Run 1, met1 routing:
Supply wires on this layer in gray.
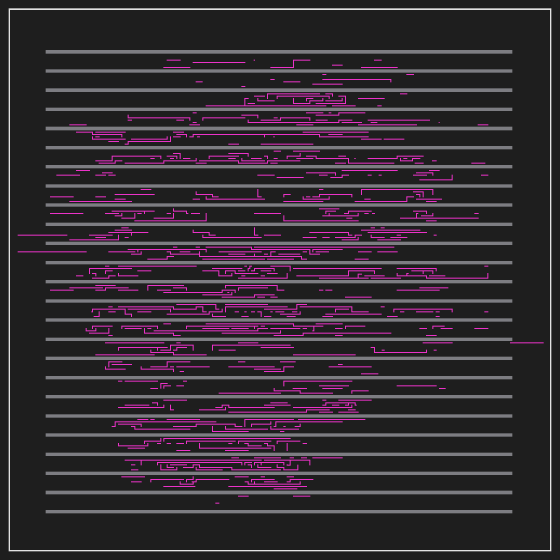
Run 1, supply network:
Pins as bars on the die edge.
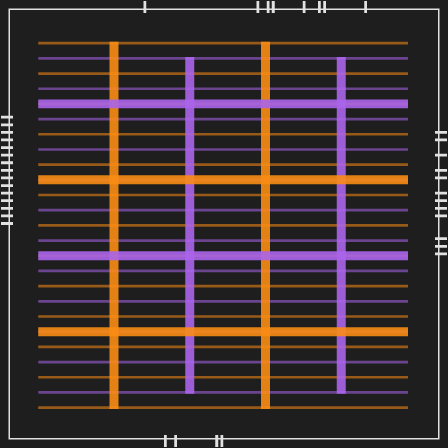
Run 1, logic cells by family:
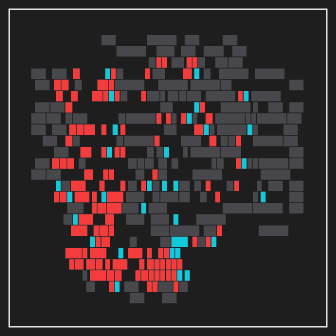
$ cat src/rtl/counter_pkg.sv
// Shared defaults and FSM state codes for the round-robin counter arbiter.
package counter_pkg;

  localparam int NREQ_DEF  = 4;
  localparam int CNT_W_DEF = 4;

  localparam logic [0:0] ST_IDLE = 1'b0;
  localparam logic [0:0] ST_RUN  = 1'b1;

endpackage

$ cat src/rtl/counter_arb_ctrl_if.sv
// Requester-side bundle: request/length in, grant/status/pulses out.
interface counter_arb_ctrl_if
  import counter_pkg::*;
#(
  parameter int NREQ  = NREQ_DEF,
  parameter int CNT_W = CNT_W_DEF
);

  logic [NREQ-1:0]       req;
  logic [NREQ*CNT_W-1:0] req_len;
  logic [NREQ-1:0]       gnt;
  logic                  busy;
  logic [NREQ-1:0]       done;
  logic [NREQ-1:0]       abort;
  logic [CNT_W-1:0]      po_cnt;

  modport master (
    output req, req_len,
    input  gnt, busy, done, abort, po_cnt
  );

  modport slave (
    input  req, req_len,
    output gnt, busy, done, abort, po_cnt
  );

endinterface

$ cat src/rtl/counter_arb_ctrl_rr_arbiter.sv
// Combinational round-robin pick: search starts one past ptr and wraps.
module rr_arbiter #(
  parameter int NREQ = 4,
  parameter int IW   = 2
) (
  input  logic [NREQ-1:0] req,
  input  logic [IW-1:0]   ptr,
  output logic [NREQ-1:0] grant,
  output logic [IW-1:0]   idx
);

  logic [IW-1:0] cand;
  logic          found;

  always_comb begin
    grant = '0;
    idx   = '0;
    found = 1'b0;
    cand  = ptr;
    for (int k = 0; k < NREQ; k++) begin
      cand = (cand == IW'(NREQ - 1)) ? '0 : cand + 1'b1;
      if (!found && req[cand]) begin
        found       = 1'b1;
        idx         = cand;
        grant[cand] = 1'b1;
      end
    end
  end

endmodule

$ cat src/rtl/counter_arb_ctrl.sv
// Shared run-length counter granted round-robin; a run lasts len+1 cycles and
// ends with a done pulse, or an abort pulse if the owner drops its request.
module counter_arb_ctrl
  import counter_pkg::*;
#(
  parameter int NREQ  = NREQ_DEF,
  parameter int CNT_W = CNT_W_DEF
) (
  input  logic           clk,
  input  logic           rst,
  counter_arb_ctrl_if.slave bus
);

  localparam int IW = (NREQ > 1) ? $clog2(NREQ) : 1;

  logic [0:0]       state;
  logic [IW-1:0]    ptr;
  logic [IW-1:0]    gidx;
  logic [CNT_W-1:0] len_q;
  logic [NREQ-1:0]  arb_gnt;
  logic [IW-1:0]    arb_idx;
  logic [CNT_W-1:0] sel_len;

  rr_arbiter #(.NREQ(NREQ), .IW(IW)) u_arb (
    .req   (bus.req),
    .ptr   (ptr),
    .grant (arb_gnt),
    .idx   (arb_idx)
  );

  always_comb begin
    sel_len = '0;
    for (int i = 0; i < NREQ; i++) begin
      if (arb_idx == IW'(i)) sel_len = bus.req_len[i*CNT_W +: CNT_W];
    end
  end

  assign bus.busy = (state == ST_RUN);

  always_ff @(posedge clk) begin
    if (rst) begin
      state      <= ST_IDLE;
      ptr        <= IW'(NREQ - 1);
      gidx       <= '0;
      len_q      <= '0;
      bus.gnt    <= '0;
      bus.done   <= '0;
      bus.abort  <= '0;
      bus.po_cnt <= '0;
    end else begin
      bus.done  <= '0;
      bus.abort <= '0;
      case (state)
        ST_IDLE: begin
          if (|bus.req) begin
            bus.gnt    <= arb_gnt;
            gidx       <= arb_idx;
            ptr        <= arb_idx;
            len_q      <= sel_len;
            bus.po_cnt <= '0;
            state      <= ST_RUN;
          end
        end
        default: begin
          // A dropped request outranks reaching the terminal count.
          if (!bus.req[gidx]) begin
            bus.abort  <= bus.gnt;
            bus.gnt    <= '0;
            bus.po_cnt <= '0;
            state      <= ST_IDLE;
          end else if (bus.po_cnt == len_q) begin
            bus.done   <= bus.gnt;
            bus.gnt    <= '0;
            bus.po_cnt <= '0;
            state      <= ST_IDLE;
          end else begin
            bus.po_cnt <= bus.po_cnt + 1'b1;
          end
        end
      endcase
    end
  end

endmodule

$ cat src/flat_wrapper.sv
// flat-port wrapper written by rule: the top's interface ports become plain ports
module counter_arb_ctrl_flat import counter_pkg::*;
#(
  parameter int NREQ  = NREQ_DEF,
  parameter int CNT_W = CNT_W_DEF
)
  (clk, rst, bus_req, bus_req_len, bus_gnt, bus_busy, bus_done, bus_abort, bus_po_cnt);
  counter_arb_ctrl_if #(.NREQ(NREQ), .CNT_W(CNT_W)) bus_i ();
  input  logic clk;
  input  logic rst;
  input wire logic [$bits(bus_i.req)-1:0] bus_req;
  input wire logic [$bits(bus_i.req_len)-1:0] bus_req_len;
  output wire logic [$bits(bus_i.gnt)-1:0] bus_gnt;
  output wire logic [$bits(bus_i.busy)-1:0] bus_busy;
  output wire logic [$bits(bus_i.done)-1:0] bus_done;
  output wire logic [$bits(bus_i.abort)-1:0] bus_abort;
  output wire logic [$bits(bus_i.po_cnt)-1:0] bus_po_cnt;
  assign bus_i.req = bus_req;
  assign bus_i.req_len = bus_req_len;
  assign bus_gnt = bus_i.gnt;
  assign bus_busy = bus_i.busy;
  assign bus_done = bus_i.done;
  assign bus_abort = bus_i.abort;
  assign bus_po_cnt = bus_i.po_cnt;
  counter_arb_ctrl #(.NREQ(NREQ), .CNT_W(CNT_W)) u_core (.clk(clk), .rst(rst), .bus(bus_i));
endmodule
$ cat config.mk
export PLATFORM = sky130hd
export DESIGN_NAME = counter_arb_ctrl_flat
export DESIGN_NICKNAME = d
export VERILOG_FILES = /design/src/rtl/counter_pkg.sv /design/src/rtl/counter_arb_ctrl_if.sv /design/src/rtl/counter_arb_ctrl_rr_arbiter.sv /design/src/rtl/counter_arb_ctrl.sv /design/src/flat_wrapper.sv
export SDC_FILE = /design/constraint.sdc
export NUM_CORES = 1
export LEC_CHECK = 0
export ABC_AREA = 1
export CAP_MARGIN = 20
export CELL_PAD_IN_SITES_DETAIL_PLACEMENT = 0
export CELL_PAD_IN_SITES_GLOBAL_PLACEMENT = 1
export CORE_MARGIN = 5
export CORE_UTILIZATION = 37
export CTS_CLUSTER_DIAMETER = 80
export CTS_CLUSTER_SIZE = 16
export DETAILED_ROUTE_END_ITERATION = 10
export PLACE_DENSITY = 0.91
export SLEW_MARGIN = 20
export SYNTH_ARGS = -nofsm -noshare
export SYNTH_HDL_FRONTEND = slang
export SYNTH_SLANG_ARGS = --single-unit
$ cat constraint.sdc
create_clock -name clk -period 3.18 [get_ports clk]
set_input_delay 0.318 -clock clk [delete_from_list [all_inputs] [get_ports clk]]
set_output_delay 0.318 -clock clk [all_outputs]
set_load 0.005 [all_outputs]
==> summary.txt, run 1 <==
The flow run is done. The cell-mix breakdown from Yosys lists the simple-gate area share as 0.393. The synthesis run identifies the leading combinational cell family as simple AND/OR/NAND/NOR gates. Max-slew check failures listed in the final report amount to 0. Stage delay of the slowest cell on the critical path landed at 600 ps. TritonCTS built the clock tree. met3 track demand over resource after global routing is 0.0199. The stat command in Yosys gives a chip area of 1640 µm².

Largest fanout on the critical path landed at 12. The cell area that synthesis handed to floorplanning was 1640 µm². The design draws 2080 µW.

Number of instances in the synthesized netlist landed at 238. Ratio of total power to cell area landed at 985 nW/µm². Number of cells in the design after placement landed at 324. The library cell used most frequently in the layout, excluding fill and tap cells, is sky130_fd_sc_hd__nand2_1.

In the final report, the number of hold violations comes to 0. Once iteration 0 of detailed routing completed, the report listed 120 DRC markers. The number of antenna diodes in the final layout is 0.

Clock transition at the registers of the reported paths landed at 90 ps. Length of routed met3 wiring landed at 210 µm. In this run, synthesis produced a sequential element count of 25. The synthesis log from Yosys contains 0 warnings. The worst pin sits at a relative slew slack of 0.540. Reported max-cap violation count landed at 0. Worst hold path depth landed at 2. In this run, the synthesized area fraction spent on xor and xnor cells is recorded as 0.0320. Maximum resistive drop on vdd landed at 0.647 mV.

Number of post-CTS setup repair buffers landed at 0. Instance count on the critical path landed at 14. Post-route worst hold slack landed at 476 ps.

Fraction of registers with async set or reset after synthesis landed at 0. Entering global routing, the biggest net connects 17 pins. The flow ran to the end, and the final reports show no timing, DRC or antenna violations. Sum of negative setup slack landed at 0 ps. By instance count after routing, the leading logic cell types are sky130_fd_sc_hd__nand2_1, sky130_fd_sc_hd__clkdlybuf4s50_1, sky130_fd_sc_hd__dfxtp_1. For this run, the number of standard cells in the final layout without fillers is 328.

Floorplan die width landed at 76.7 µm. Worst path buffer plus inverter count landed at 4. For this run the top cell type by instance count after synthesis was sky130_fd_sc_hd__nand2_1. The worst setup path is launched from a flip-flop. Summing all multiplexer cells gives an area fraction of 0.

Among cell families on the critical path, the largest total delay comes from simple AND/OR/NAND/NOR gates. The final weighted congestion recorded by global placement is 0.824. The clock drives 25 sinks. Number of buffers created by CTS landed at 3.

For this run, the total global-route usage over all layers was measured as 0.125. Per the synthesis report, the adder-cell share of the synthesized area is 0.0533. Ranked by instance count, the synthesized netlist is headed by sky130_fd_sc_hd__nand2_1, sky130_fd_sc_hd__dfxtp_1, sky130_fd_sc_hd__inv_1. By area the synthesized netlist is led by sky130_fd_sc_hd__dfxtp_1, sky130_fd_sc_hd__nand2_1, sky130_fd_sc_hd__nand3_1. In the detailed route, the total length drawn on met2 is 1680 µm. Post-route antenna net violation count landed at 0.

Count of instantiated cells in the yosys netlist landed at 238. The tree is rooted in a sky130_fd_sc_hd__clkbuf_8. Minimum clock period landed at 2520 ps.

Total overflow reported by the global router landed at 0. Setup repair after global routing left no endpoint under its margin. First-pass GRT wire length landed at 6290 µm. In this run the layout overhead on the synthesized area is reported as 28.2%. In the final report, the number of endpoints failing setup comes to 0. Of all cell types, the one taking the most synthesized area is sky130_fd_sc_hd__dfxtp_1.

The DRC violation total left in the routed layout is recorded as 0. The finished design was reported to have a net count of 306. The global routing stage identified its most utilized layer as met2. The final layout report lists a filler cell count of 440. Once layout is done, the placed cells without fillers occupy 2110 µm².

Utilization after layout landed at 0.488. The worst setup path is captured at a flip-flop. CTS built an H-tree with a depth of 1. Number of hold-repair buffers added at the cts stage landed at 0.

Pin placement for this block handled 39 I/O pins. Die height landed at 76.7 µm. Counting flops with a built-in enable in the synthesized netlist gives 0. The critical path is of the reg -> reg type. Number of core rows landed at 24. The detailed router used layers up to and including met4.

In this run the full chip footprint comes out at 5880 µm². Logic depth of the worst register-to-register path landed at 14. CTS reports a maximum clock tree buffer depth of 2. Setup slack on the critical path of the routed design comes to 661 ps. Top cell type's share of synthesized area landed at 0.304. The routed design shows a wire length per standard cell of 11.6 µm. Unique cell type count in the Yosys netlist landed at 30. The critical path goes through inv_8, ha_1, inv_2, nand3_2, nand2_4, inv_2, nand3_2, nand2_1, inv_2, nand3_2, o21ai_1, nand3_1, nand2_1, a21oi_1. For the pin with the worst max-slew slack, the measured transition is 687 ps. Share of the yosys chip area belonging to registers landed at 0.304. Total of cells resized after clock tree synthesis landed at 0. The largest individual stage delay along the critical path comes from the cell sky130_fd_sc_hd__dfxtp_1. Final critical-path share of the clock period landed at 0.792. The script extracted a total leakage power of 0.000944 µW. Via count of the first global-routing pass landed at 1,430.
## Picture notes: 'met1 routing'
The layer carries 1,850 µm of wire. The wires run mostly horizontal.
via count: 1,584
met1 global-route usage: 0.168
Total Wirelength: 3790 µm

## Picture notes: 'supply network'
Key: VSS = orange; VDD = purple
4 straps on met5. 4 straps on met4. 39 signal pins sit on the boundary. The core has 24 rows.

## Picture notes: 'logic cells by family'
Key: inverters = cyan [cells 31, most used inv_1]; NAND gates = red [cells 107, most used nand2_1]

## run 1: worst paths after layout
| check | slack (ps) | to | from |
|---|---|---|---|
| max | 660 | u_core.len_q[0] | u_core.ptr[0] |
| min | 480 | u_core.bus.abort[2] | u_core.bus.gnt[2] |
| max reg2reg | 660 | u_core.len_q[0] | u_core.ptr[0] |
| min reg2reg | 480 | u_core.bus.abort[2] | u_core.bus.gnt[2] |
## run 1: layout make-up
type                       count  area, µm²  share of cell area
clock buffer                   4       45.0              0.0214
inverter                      31        124              0.0588
multi-input combinational    177        986               0.468
sequential                    25        500               0.237
tap                           52       65.1              0.0309
timing repair buffer          39        388               0.184
## run 1: power breakdown
part,switching [µW],internal [µW]
Clock,97.9,89.6
Combinational,929,516
Sequential,65.6,379
Total,1090,984
Run 1, clock routing:
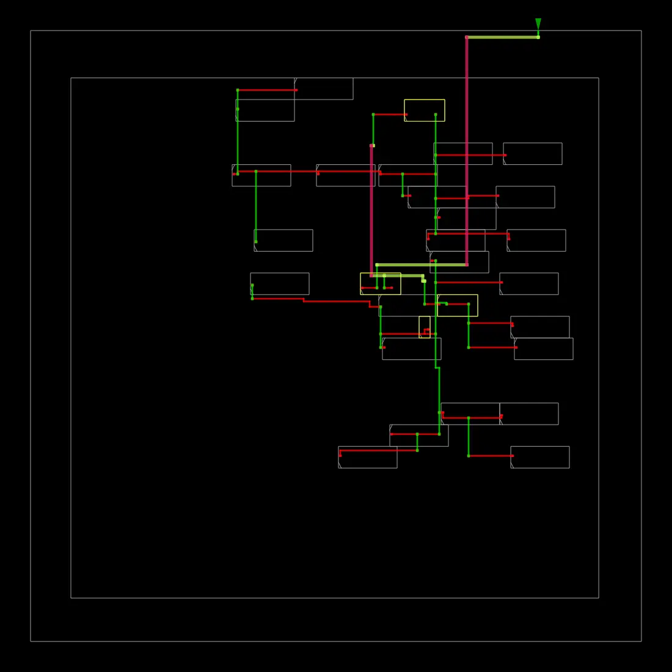

==> run 2: changes to the inputs <==
--- a/config.mk
+++ b/config.mk
@@ -10,11 +10,11 @@
 export CELL_PAD_IN_SITES_DETAIL_PLACEMENT = 0
 export CELL_PAD_IN_SITES_GLOBAL_PLACEMENT = 1
 export CORE_MARGIN = 5
-export CORE_UTILIZATION = 37
+export CORE_UTILIZATION = 35
 export CTS_CLUSTER_DIAMETER = 80
 export CTS_CLUSTER_SIZE = 16
 export DETAILED_ROUTE_END_ITERATION = 10
-export PLACE_DENSITY = 0.91
+export PLACE_DENSITY = 0.87
 export SLEW_MARGIN = 20
 export SYNTH_ARGS = -nofsm -noshare
 export SYNTH_HDL_FRONTEND = slang
==> constraint.sdc (replaced) <==
create_clock -name clk -period 2.4 [get_ports clk]
set_input_delay 0.24 -clock clk [delete_from_list [all_inputs] [get_ports clk]]
set_output_delay 0.24 -clock clk [all_outputs]
set_load 0.005 [all_outputs]
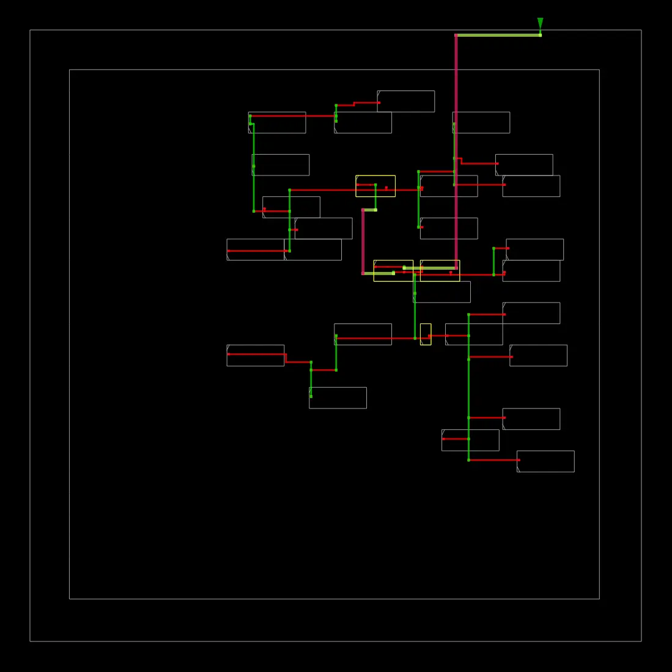
Run 2: clock routing
Final Skew: 2.53 ps
insertion delay to the later sink of the worst-skew pair: 260 ps
number of clock sinks: 25
Clock Power: 242 µW
CTS buffer count: 3

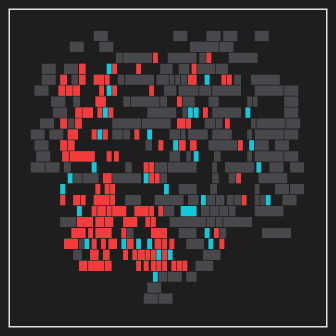
Run 2: logic cells by family
Key: inverters = cyan [cells 31, most used inv_1]; NAND gates = red [cells 107, most used nand2_1]
proportion of cell area occupied by multi-input gates: 0.467
most used logic cell in the final layout: sky130_fd_sc_hd__nand2_1
final cell count without fillers: 334

==> run 2 against run 1 <==
Against the previous run: routed wire length is 2.1% lower; utilization is 2.0 points lower; first-iteration DRC count is 55% lower; sequential share of layout area is 0.63 points lower; die area is 5.0% higher; synthesized cell count stayed put; setup slack worse by 440 ps; power is 35% higher; maximum frequency is 16% higher; clock power is 29% higher; critical endpoint is now u_core.len_q[2]; non-clock buffer count is 4 higher.
==> summary.txt, run 2 <==
The flow run is done. The switching power share of the total is 0.519 (-0.00741). The biggest area contributor in the post-synthesis netlist is sky130_fd_sc_hd__dfxtp_1. Worst path buffer plus inverter count landed at 3 (-1). Wire length after detailed routing landed at 3710 µm (-2.1%). Diode insertion count for antenna repair landed at 0 (unchanged).

Number of nets at the end of the flow landed at 310 (+1.3%). The headroom to the max-slew limit is 0.802 (+0.262). Max-slew violation total from the final report landed at 0 (unchanged). By instance count after routing, the leading logic cell types are sky130_fd_sc_hd__nand2_1, sky130_fd_sc_hd__clkdlybuf4s50_1, sky130_fd_sc_hd__dfxtp_1. The setup path with the least slack is of type reg -> reg. The number of synthesized register bits is 25 (unchanged). Tally of yosys warning messages landed at 0 (unchanged). Static leakage landed at 0.000966 µW (+2.2%).

The worst setup path is captured at a flip-flop. The critical path's slowest stage uses the library cell sky130_fd_sc_hd__dfxtp_1. Summed instance area of the synthesized netlist landed at 1640 µm² (unchanged). Reported max-cap violation count landed at 0 (unchanged). The number of levels the H-tree was split into came to 1 (unchanged).

Synthesized-area fraction occupied by adder cells landed at 0.0533 (unchanged). Looking at the global route congestion table, the highest-usage layer is met2. Number of ports placed on the die boundary landed at 39 (unchanged).

Portion of total power attributed to the clock network landed at 0.086 (-0.004). The utilization after layout was 0.468 (-0.0197). The share of the yosys chip area belonging to registers is 0.304 (unchanged). Maximum resistive drop on vdd landed at 0.746 mV (+15%). The die height was 78.5 µm (+2.4%). Number of hold-slack violations in the final timing report landed at 0 (unchanged). Among cell families on the critical path, the largest total delay comes from simple AND/OR/NAND/NOR gates. The most frequently used library cell after synthesis is sky130_fd_sc_hd__nand2_1. Overall via count from detail_route landed at 1,591 (+0.44%).

The combinational power share came to 0.710 (+0.014). The fraction of registers with async set or reset after synthesis was 0 (unchanged). The floorplan die width came to 78.5 µm (+2.4%). Detailed-route wire length per cell landed at 11.1 µm (-3.9%).

Minimum clock period landed at 2180 ps (-343 ps). The actual slew at the worst max-slew pin is 295 ps (-392 ps). The sequential cell fraction of total power is 0.204 (-0.010). Area growth from synthesis to final layout landed at 31.7%. Final standard cell area without fillers landed at 2170 µm² (+2.7%).

The number of design-rule violations left by the first detailed-router iteration came to 54 (-55%). Post-route worst hold slack landed at 473 ps (-3.39 ps). The number of hold-repair buffers added at the cts stage is 0 (unchanged). Via count of the first global-routing pass landed at 1,403 (-1.9%). Die area landed at 6170 µm² (+5.0%). Power dissipated in combinational cells landed at 2000 µW (+39%).

Overall power consumption landed at 2810 µW (+35%). Number of enable flip-flop cells landed at 0 (unchanged). The final critical-path share of the clock period is 0.907 (+0.115). The maximum number of buffers from clock root to sink was 2 (unchanged). In this run the critical path is formed by inv_8, ha_4, inv_2, nand3_2, nand2_4, inv_2, nand4_1, nand3_1, nor2_2, nand3_1, nand3_1, nand2_1, a21oi_1.

The run finished with clean final reports. The stage delay of the slowest cell on the critical path was 460 ps (-140 ps). The number of instances in the synthesized netlist was 238 (unchanged). Global-route usage over all layers landed at 0.119 (-0.00614). The largest fanout on the critical path came to 12 (unchanged). The count of endpoints failing setup in the final report was 0 (unchanged).

The Yosys chip area came to 1640 µm² (unchanged). In this run the clock root is driven by a sky130_fd_sc_hd__clkbuf_8. Number of design rule violations left after detail routing landed at 0 (unchanged). Post-route antenna net violation count landed at 0 (unchanged). Switching power landed at 1460 µW (+34%). The xor/xnor share of the synthesized area was 0.0320 (unchanged). Final worst setup slack landed at 224 ps (-437 ps). The group that draws the most power in this run is combinational cells. The internal cell power came to 1350 µW (+38%). Yosys reports that the most numerous cell types are sky130_fd_sc_hd__nand2_1, sky130_fd_sc_hd__dfxtp_1, sky130_fd_sc_hd__inv_1.
-- run 2: cell type report --
cell class	instances	area, µm²	area share
multi-input combinational	177	1010	0.467
sequential	25	500	0.231
timing repair buffer	43	418	0.193
inverter	31	124	0.0572
tap	54	67.6	0.0312
clock buffer	4	45.0	0.0208
-- run 2: path summary, 6_finish.rpt --
| path | start | end | cells after the start |
|---|---|---|---|
| worst max-delay path | u_core.ptr[0] | u_core.len_q[2] | 13 |
| worst max register to register | u_core.ptr[0] | u_core.len_q[2] | 13 |
| worst min-delay path | u_core.bus.gnt[3] | u_core.bus.done[3] | 2 |
| worst min register to register | u_core.bus.gnt[3] | u_core.bus.done[3] | 2 |
==> run 3: changes to the inputs <==
--- a/config.mk
+++ b/config.mk
@@ -19,3 +19,4 @@
 export SYNTH_ARGS = -nofsm -noshare
 export SYNTH_HDL_FRONTEND = slang
 export SYNTH_SLANG_ARGS = --single-unit
+export TNS_END_PERCENT = 1
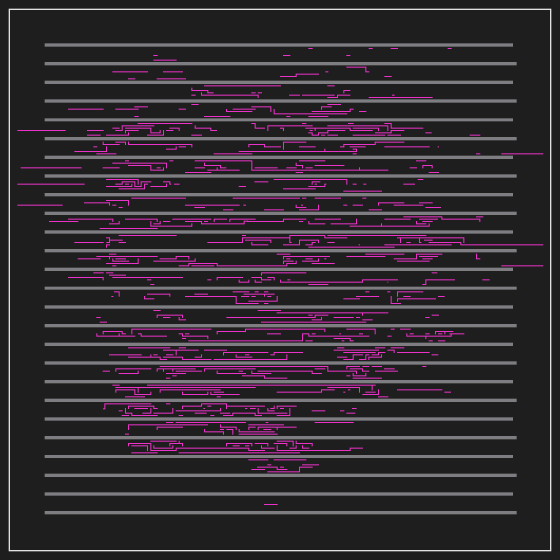
Run 3: met1 routing
Supply wires on this layer in gray.
The longest straight run is 33.1 µm. The layer carries 1,770 µm of wire. The wires run mostly horizontal. 271 nets have wire on it.
met1 global-route usage: 0.156
via count: 1,591
Total Wirelength: 3710 µm

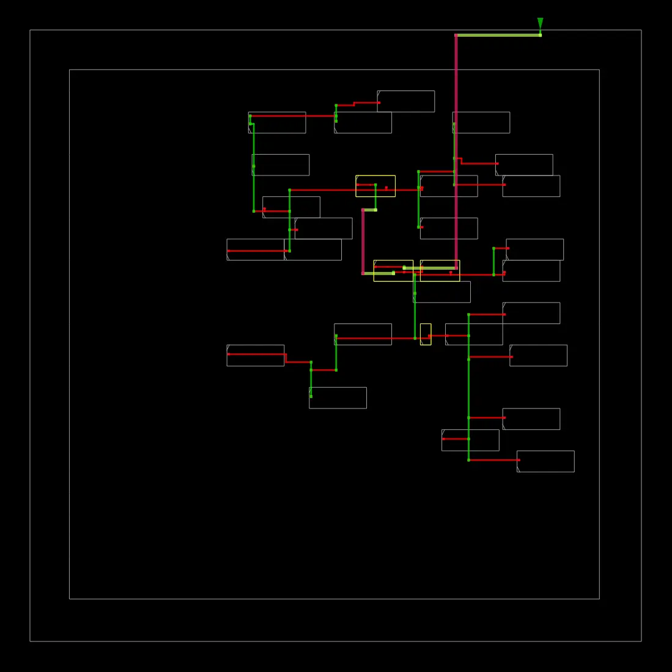
Run 3: clock routing
FF+latch count: 25
CLK BUF: 4

==> run 3 against run 2 <==
Against the previous run: maximum frequency did not move; die area unchanged; routed wire length stayed put; via count unchanged; clock power hardly changed; first-iteration DRC count is the same; critical path depth unchanged; area after synthesis stayed put; power unchanged; sequential cell count did not move; largest cell class unchanged.
==> summary.txt, run 3 <==
The flow run is done. The run finished with clean final reports. In the setup report, the worst path falls into the class reg -> reg. The insertion delay of the later-clocked pin in the worst-skew pair came to 260 ps (about the same). Number of design rule violations left after detail routing landed at 0 (unchanged). The inverter count of the layout excluding clock inverters came to 31 (unchanged). For the worst reg-to-reg path, the endpoint reported by OpenROAD is u_core.len_q[2]. Number of buffers created by CTS landed at 3 (unchanged). The post-layout instance count excluding filler cells is 334 (unchanged). The number of nets at the end of the flow is 310 (unchanged). The path with the worst hold slack has its endpoint at u_core.bus.done[3].

The count of endpoints failing setup in the final report was 0 (unchanged). The power dissipated in combinational cells was 2000 µW (about the same). The internal cell power is 1350 µW (unchanged).

The worst setup path is captured at a flip-flop. Area of the multi-input gates landed at 1010 µm² (unchanged). The number of ordinary and repair buffers in the finished layout was 43 (unchanged).

Maximum resistive drop on vdd landed at 0.746 mV (unchanged). Number of instances in the synthesized netlist landed at 238 (unchanged). Number of ports placed on the die boundary landed at 39 (unchanged). Area growth from synthesis to final layout landed at 31.7% (unchanged).

Counting instances in the post-synthesis netlist gives the leading cell types as sky130_fd_sc_hd__nand2_1, sky130_fd_sc_hd__dfxtp_1, sky130_fd_sc_hd__inv_1. Combinational power share landed at 0.710 (about the same). The area taken by flip-flops and latches came to 500 µm² (unchanged). Summed instance area of the synthesized netlist landed at 1640 µm² (unchanged).

Post-route antenna net violation count landed at 0 (unchanged). The global-route usage over all layers is 0.119 (unchanged). The detailed-route wire length per cell came to 11.1 µm (unchanged). Largest clock skew in the final design landed at 2.53 ps (unchanged). The total clock network power was 242 µW (about the same). The portion of total power attributed to the clock network was 0.086 (about the same).

Headroom to the max-slew limit landed at 0.802 (unchanged). The via count of the first global-routing pass was 1,403 (unchanged). The worst hold path depth is 2 (unchanged). Number of sinks handled by clock tree synthesis landed at 25 (unchanged). Largest fanout on the critical path landed at 12 (unchanged).

Clock-cell share of area landed at 0.0208 (unchanged). Reported max-cap violation count landed at 0 (unchanged). Tally of yosys warning messages landed at 0 (unchanged). Number of hold-slack violations in the final timing report landed at 0 (unchanged). Number of levels the H-tree was split into landed at 1 (unchanged).

Overall power consumption landed at 2810 µW (unchanged).
[run 3: cell counts in the layout (fill, tap and decap cells not counted)]
Identical to the previous run, type by type.
[run 3: critical path: stages (launching register included)]
cell	delay, ps
sky130_fd_sc_hd__dfxtp_1	460
sky130_fd_sc_hd__inv_8	80
sky130_fd_sc_hd__ha_4	280
sky130_fd_sc_hd__inv_2	120
sky130_fd_sc_hd__nand3_2	120
sky130_fd_sc_hd__nand2_4	120
sky130_fd_sc_hd__inv_2	100
sky130_fd_sc_hd__nand4_1	180
sky130_fd_sc_hd__nand3_1	110
sky130_fd_sc_hd__nor2_2	190
sky130_fd_sc_hd__nand3_1	100
sky130_fd_sc_hd__nand3_1	100
sky130_fd_sc_hd__nand2_1	50
sky130_fd_sc_hd__a21oi_1	110
Power and IR drop assume default switching activity.
